File: src/rtl/counters_uart_monitor.sv
// ---------------------------------------------------------------------------
// counters_uart_monitor
//
// FPGA top-level demo: a free-running 8-bit counter plus a small UART
// command monitor. A host on the serial link can send 'S' (0x53) to read
// the counter back as one byte, or 'C' (0x43) to clear it. Any other byte
// is ignored. RX and TX run independently (full duplex); an 'S' that
// arrives while a response is still being sent is dropped.
//
// Ports:
//   clk              in   1  system clock, everything on the rising edge
//   reset            in   1  synchronous, active-high reset
//   cntb             out  8  free-running counter value (registered)
//   uart_XMIT_dataH  out  1  UART TX line, 8N1, LSB first, idle high (registered)
//   uart_REC_dataH   in   1  UART RX line, 8N1, LSB first, idle high (async)
//
// Parameter:
//   CLKS_PER_BIT     clock cycles per UART bit, must be >= 4
// ---------------------------------------------------------------------------
module counters_uart_monitor #(
    parameter int CLKS_PER_BIT = 868
) (
    input  logic       clk,
    input  logic       reset,
    output logic [7:0] cntb,
    output logic       uart_XMIT_dataH,
    input  logic       uart_REC_dataH
);

    localparam int CW = (CLKS_PER_BIT > 2) ? $clog2(CLKS_PER_BIT) : 2;

    // Terminal counts: a bit ends when the cycle counter reaches BIT_LAST;
    // the start bit is checked half a bit in, so later samples land mid-bit.
    localparam logic [CW-1:0] BIT_LAST  = CW'(CLKS_PER_BIT - 1);
    localparam logic [CW-1:0] HALF_LAST = CW'(CLKS_PER_BIT / 2 - 1);

    localparam logic [7:0] CMD_SNAP  = 8'h53;
    localparam logic [7:0] CMD_CLEAR = 8'h43;

    typedef enum logic [1:0] {
        RX_IDLE,
        RX_START,
        RX_DATA,
        RX_STOP
    } rxState_t;

    typedef enum logic [1:0] {
        TX_IDLE,
        TX_START,
        TX_DATA,
        TX_STOP
    } txState_t;

    logic [7:0]    r_cntb;

    logic          r_rxSync1;
    logic          r_rxSync2;
    rxState_t      r_rxState;
    rxState_t      w_rxNext;
    logic [CW-1:0] r_rxClkCnt;
    logic [2:0]    r_rxBitIdx;
    logic [7:0]    r_rxShift;
    logic          r_rxValid;
    logic          w_rxTick;
    logic          w_rxIn;

    txState_t      r_txState;
    txState_t      w_txNext;
    logic [CW-1:0] r_txClkCnt;
    logic [2:0]    r_txBitIdx;
    logic [7:0]    r_txShift;
    logic          r_txLine;
    logic          w_txTick;
    logic          w_txBusy;
    logic          w_txLoad;

    logic          w_clearCmd;

    assign cntb            = r_cntb;
    assign uart_XMIT_dataH = r_txLine;
    assign w_rxIn          = r_rxSync2;

    // Command decode. r_rxShift still holds the received byte during the
    // single r_rxValid cycle because RX has just returned to IDLE.
    assign w_clearCmd = r_rxValid && (r_rxShift == CMD_CLEAR);
    assign w_txLoad   = r_rxValid && (r_rxShift == CMD_SNAP) && !w_txBusy;

    // Free-running counter. Reset beats clear, clear beats increment.
    always_ff @(posedge clk) begin
        if (reset) begin
            r_cntb <= 8'h00;
        end else if (w_clearCmd) begin
            r_cntb <= 8'h00;
        end else begin
            r_cntb <= r_cntb + 8'd1;
        end
    end

    // Two-flop synchronizer for the asynchronous RX pin. Resetting to the
    // idle level keeps RX from seeing a phantom start bit out of reset.
    always_ff @(posedge clk) begin
        if (reset) begin
            r_rxSync1 <= 1'b1;
            r_rxSync2 <= 1'b1;
        end else begin
            r_rxSync1 <= uart_REC_dataH;
            r_rxSync2 <= r_rxSync1;
        end
    end

    // RX state register.
    always_ff @(posedge clk) begin
        if (reset) begin
            r_rxState <= RX_IDLE;
        end else begin
            r_rxState <= w_rxNext;
        end
    end

    // RX next-state logic. A start bit that is high again at its midpoint
    // was a glitch, so RX drops straight back to IDLE.
    always_comb begin
        w_rxNext = r_rxState;
        case (r_rxState)
            RX_IDLE:  if (!w_rxIn) w_rxNext = RX_START;
            RX_START: if (w_rxTick) w_rxNext = w_rxIn ? RX_IDLE : RX_DATA;
            RX_DATA:  if (w_rxTick && (r_rxBitIdx == 3'd7)) w_rxNext = RX_STOP;
            RX_STOP:  if (w_rxTick) w_rxNext = RX_IDLE;
        endcase
    end

    // RX output logic: the sampling strobe for the current state.
    always_comb begin
        w_rxTick = 1'b0;
        case (r_rxState)
            RX_IDLE:  w_rxTick = 1'b0;
            RX_START: w_rxTick = (r_rxClkCnt == HALF_LAST);
            RX_DATA:  w_rxTick = (r_rxClkCnt == BIT_LAST);
            RX_STOP:  w_rxTick = (r_rxClkCnt == BIT_LAST);
        endcase
    end

    // RX datapath: bit timing, LSB-first shift register, and the one-cycle
    // valid pulse that only fires when the stop bit is high.
    always_ff @(posedge clk) begin
        if (reset) begin
            r_rxClkCnt <= '0;
            r_rxBitIdx <= 3'd0;
            r_rxShift  <= 8'h00;
            r_rxValid  <= 1'b0;
        end else begin
            r_rxValid <= 1'b0;
            case (r_rxState)
                RX_IDLE: begin
                    r_rxClkCnt <= '0;
                    r_rxBitIdx <= 3'd0;
                end
                RX_START: begin
                    r_rxClkCnt <= w_rxTick ? '0 : r_rxClkCnt + CW'(1);
                end
                RX_DATA: begin
                    if (w_rxTick) begin
                        r_rxClkCnt <= '0;
                        r_rxShift  <= {w_rxIn, r_rxShift[7:1]};
                        r_rxBitIdx <= r_rxBitIdx + 3'd1;
                    end else begin
                        r_rxClkCnt <= r_rxClkCnt + CW'(1);
                    end
                end
                RX_STOP: begin
                    if (w_rxTick) begin
                        r_rxClkCnt <= '0;
                        r_rxValid  <= w_rxIn;
                    end else begin
                        r_rxClkCnt <= r_rxClkCnt + CW'(1);
                    end
                end
            endcase
        end
    end

    // TX state register.
    always_ff @(posedge clk) begin
        if (reset) begin
            r_txState <= TX_IDLE;
        end else begin
            r_txState <= w_txNext;
        end
    end

    // TX next-state logic: one full bit period per state step.
    always_comb begin
        w_txNext = r_txState;
        case (r_txState)
            TX_IDLE:  if (w_txLoad) w_txNext = TX_START;
            TX_START: if (w_txTick) w_txNext = TX_DATA;
            TX_DATA:  if (w_txTick && (r_txBitIdx == 3'd7)) w_txNext = TX_STOP;
            TX_STOP:  if (w_txTick) w_txNext = TX_IDLE;
        endcase
    end

    // TX output logic: busy covers everything from load to end of stop bit.
    always_comb begin
        w_txBusy = 1'b1;
        w_txTick = (r_txClkCnt == BIT_LAST);
        if (r_txState == TX_IDLE) begin
            w_txBusy = 1'b0;
            w_txTick = 1'b0;
        end
    end

    // TX datapath. The line is registered and updated on the same edge that
    // moves to the next bit, so each level lasts exactly CLKS_PER_BIT cycles
    // and the start bit appears the cycle after the load.
    always_ff @(posedge clk) begin
        if (reset) begin
            r_txClkCnt <= '0;
            r_txBitIdx <= 3'd0;
            r_txShift  <= 8'h00;
            r_txLine   <= 1'b1;
        end else begin
            case (r_txState)
                TX_IDLE: begin
                    r_txClkCnt <= '0;
                    r_txBitIdx <= 3'd0;
                    r_txLine   <= 1'b1;
                    if (w_txLoad) begin
                        r_txShift <= r_cntb;
                        r_txLine  <= 1'b0;
                    end
                end
                TX_START: begin
                    if (w_txTick) begin
                        r_txClkCnt <= '0;
                        r_txLine   <= r_txShift[0];
                    end else begin
                        r_txClkCnt <= r_txClkCnt + CW'(1);
                    end
                end
                TX_DATA: begin
                    if (w_txTick) begin
                        r_txClkCnt <= '0;
                        r_txBitIdx <= r_txBitIdx + 3'd1;
                        if (r_txBitIdx == 3'd7) begin
                            r_txLine <= 1'b1;
                        end else begin
                            r_txShift <= {1'b0, r_txShift[7:1]};
                            r_txLine  <= r_txShift[1];
                        end
                    end else begin
                        r_txClkCnt <= r_txClkCnt + CW'(1);
                    end
                end
                TX_STOP: begin
                    r_txLine <= 1'b1;
                    if (w_txTick) begin
                        r_txClkCnt <= '0;
                    end else begin
                        r_txClkCnt <= r_txClkCnt + CW'(1);
                    end
                end
            endcase
        end
    end

endmodule

File: config.mk
export PLATFORM = sky130hd
export DESIGN_NAME = counters_uart_monitor
export DESIGN_NICKNAME = d
export VERILOG_FILES = /design/src/rtl/counters_uart_monitor.sv
export SDC_FILE = /design/constraint.sdc
export NUM_CORES = 1
export LEC_CHECK = 0
export CORE_MARGIN = 1.5
export CORE_UTILIZATION = 55
export CTS_BUF_LIST = sky130_fd_sc_hd__clkbuf_4 sky130_fd_sc_hd__clkbuf_8
export CTS_CLUSTER_DIAMETER = 60
export CTS_CLUSTER_SIZE = 10
export DETAILED_ROUTE_END_ITERATION = 16
export PLACE_DENSITY = 0.82
export SKIP_CTS_REPAIR_TIMING = 1
export SLEW_MARGIN = 10
export SYNTH_ARGS = -nofsm -noshare
export SYNTH_HDL_FRONTEND = slang
export SYNTH_SLANG_ARGS = --single-unit
File: constraint.sdc
create_clock -name clk -period 4.3 [get_ports clk]
set_input_delay 0.645 -clock clk [delete_from_list [all_inputs] [get_ports clk]]
set_output_delay 0.645 -clock clk [all_outputs]
set_load 0.005 [all_outputs]
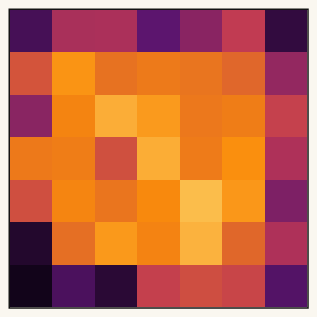
Figure 1: local utilization.
(4 px per µm) The die is cut into 7 by 7 equal tiles; black is low, pale yellow is high, 0 to 100% covered.
The mean over all tiles is 56%. 18% of the tiles are over 75% full. The fullest tile reaches 86%. The densest ninth of the die: centre. The emptiest ninth of the die: lower left.
Init Core Util: 0.5805
Finished Core Util: 0.6551
Core ar.: 4817 µm²

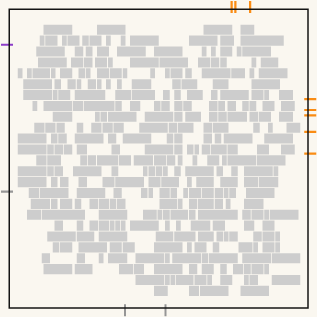
Figure 2: pin map.
(4 px per µm) Pins as bars across the die edge, other pins in grey.
Key: purple = clk [pins 1, direction input, edge left]; orange = cntb [pins 8, direction output, edge 5 right, 3 top]
die height: 74.31 µm
die width: 74.31 µm
number of I/O port buffers: 11

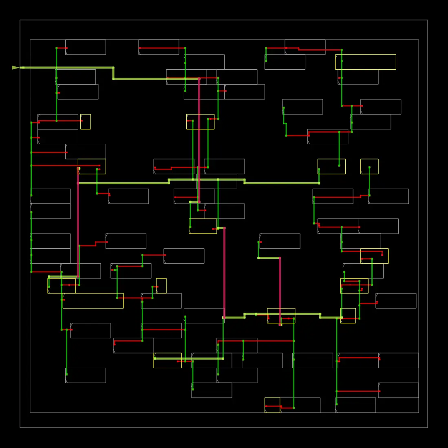
Figure 3: the clock network.
clock insertion delay at the later pin of the skew report: 0.34 ns
Clk power: 0.546 mW
CTS Buf Count: 9

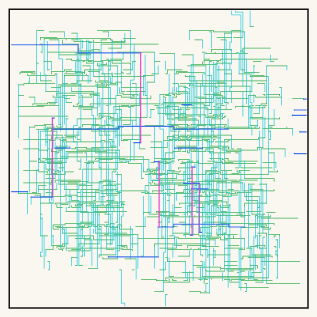
Figure 4: wiring by layer.
(4 px per µm)
Key: cyan = M2 [wire length 2,730 µm]; blue = M3 [wire length 161 µm]; green = M1 [wire length 2,660 µm]; magenta = M4 [wire length 87.7 µm]
via count: 2,254
WL final: 5.631 mm

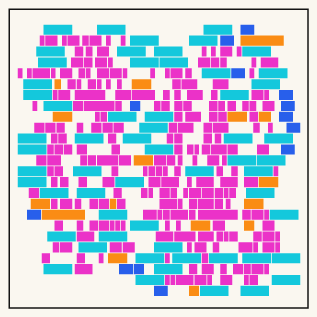
Figure 5: placed cells, one colour a class.
(4 px per µm)
Key: magenta = remaining logic cells [cells 231]; blue = remaining buffers and delay cells [cells 13]; cyan = registers [cells 58]; orange = clock drivers and dummy loads [cells 16]
final instance area: 3156 µm²
sequential portion of the cell area: 0.3680
row count: 25

==> impl_metrics.py <==
# Auto-generated metrics
metrics = {
    "outcome": {
        "status": "finished, final reports clean",
    },
    "worst_setup_path": {
        "worst-endpoint-arrival_ns": 2.61,
        "max_stage_delay_ns": 0.63,
        "reg2reg_depth": 6,
        "critPathMostFrequentCell": "inv_1",
        "worstPathCellList": "inv_1 > ha_1 > inv_1 > o41a_1 > nor4_1 > nor3_1",
    },
    "timing": {
        "fin_crit_ns": 2.387,
        "hold_viol": 0,
        "worstMarginPinSlew_ns": 0.7750,
    },
    "power": {
        "clockPowerShare": 0.416,
    },
    "route": {
        "wl_per_cell_um": 14.63,
        "wirelength_met1_mm": 2.656,
        "routed.top_layer": "met4",
    },
    "grt": {
        "grt_pass1_wl_mm": 9.404,
        "met1_usage": 0.2809,
        "grt_pass1_vias": 2070,
    },
    "logic_synthesis": {
        "top_logic_kind": "simple AND/OR/NAND/NOR gates",
        "ys_sh_aoi": 0.1490,
        "syn_avg_cell_area_um2": 9.169,
        "ys_types": 52,
    },
    "cells_and_area": {
        "diodes": 0,
        "n_all_inverters": 10,
        "layout.cells.non_filler": 385,
        "fill_cells": 428,
    },
}
Power figures rest on the tool's default switching activity, not on a simulated workload.
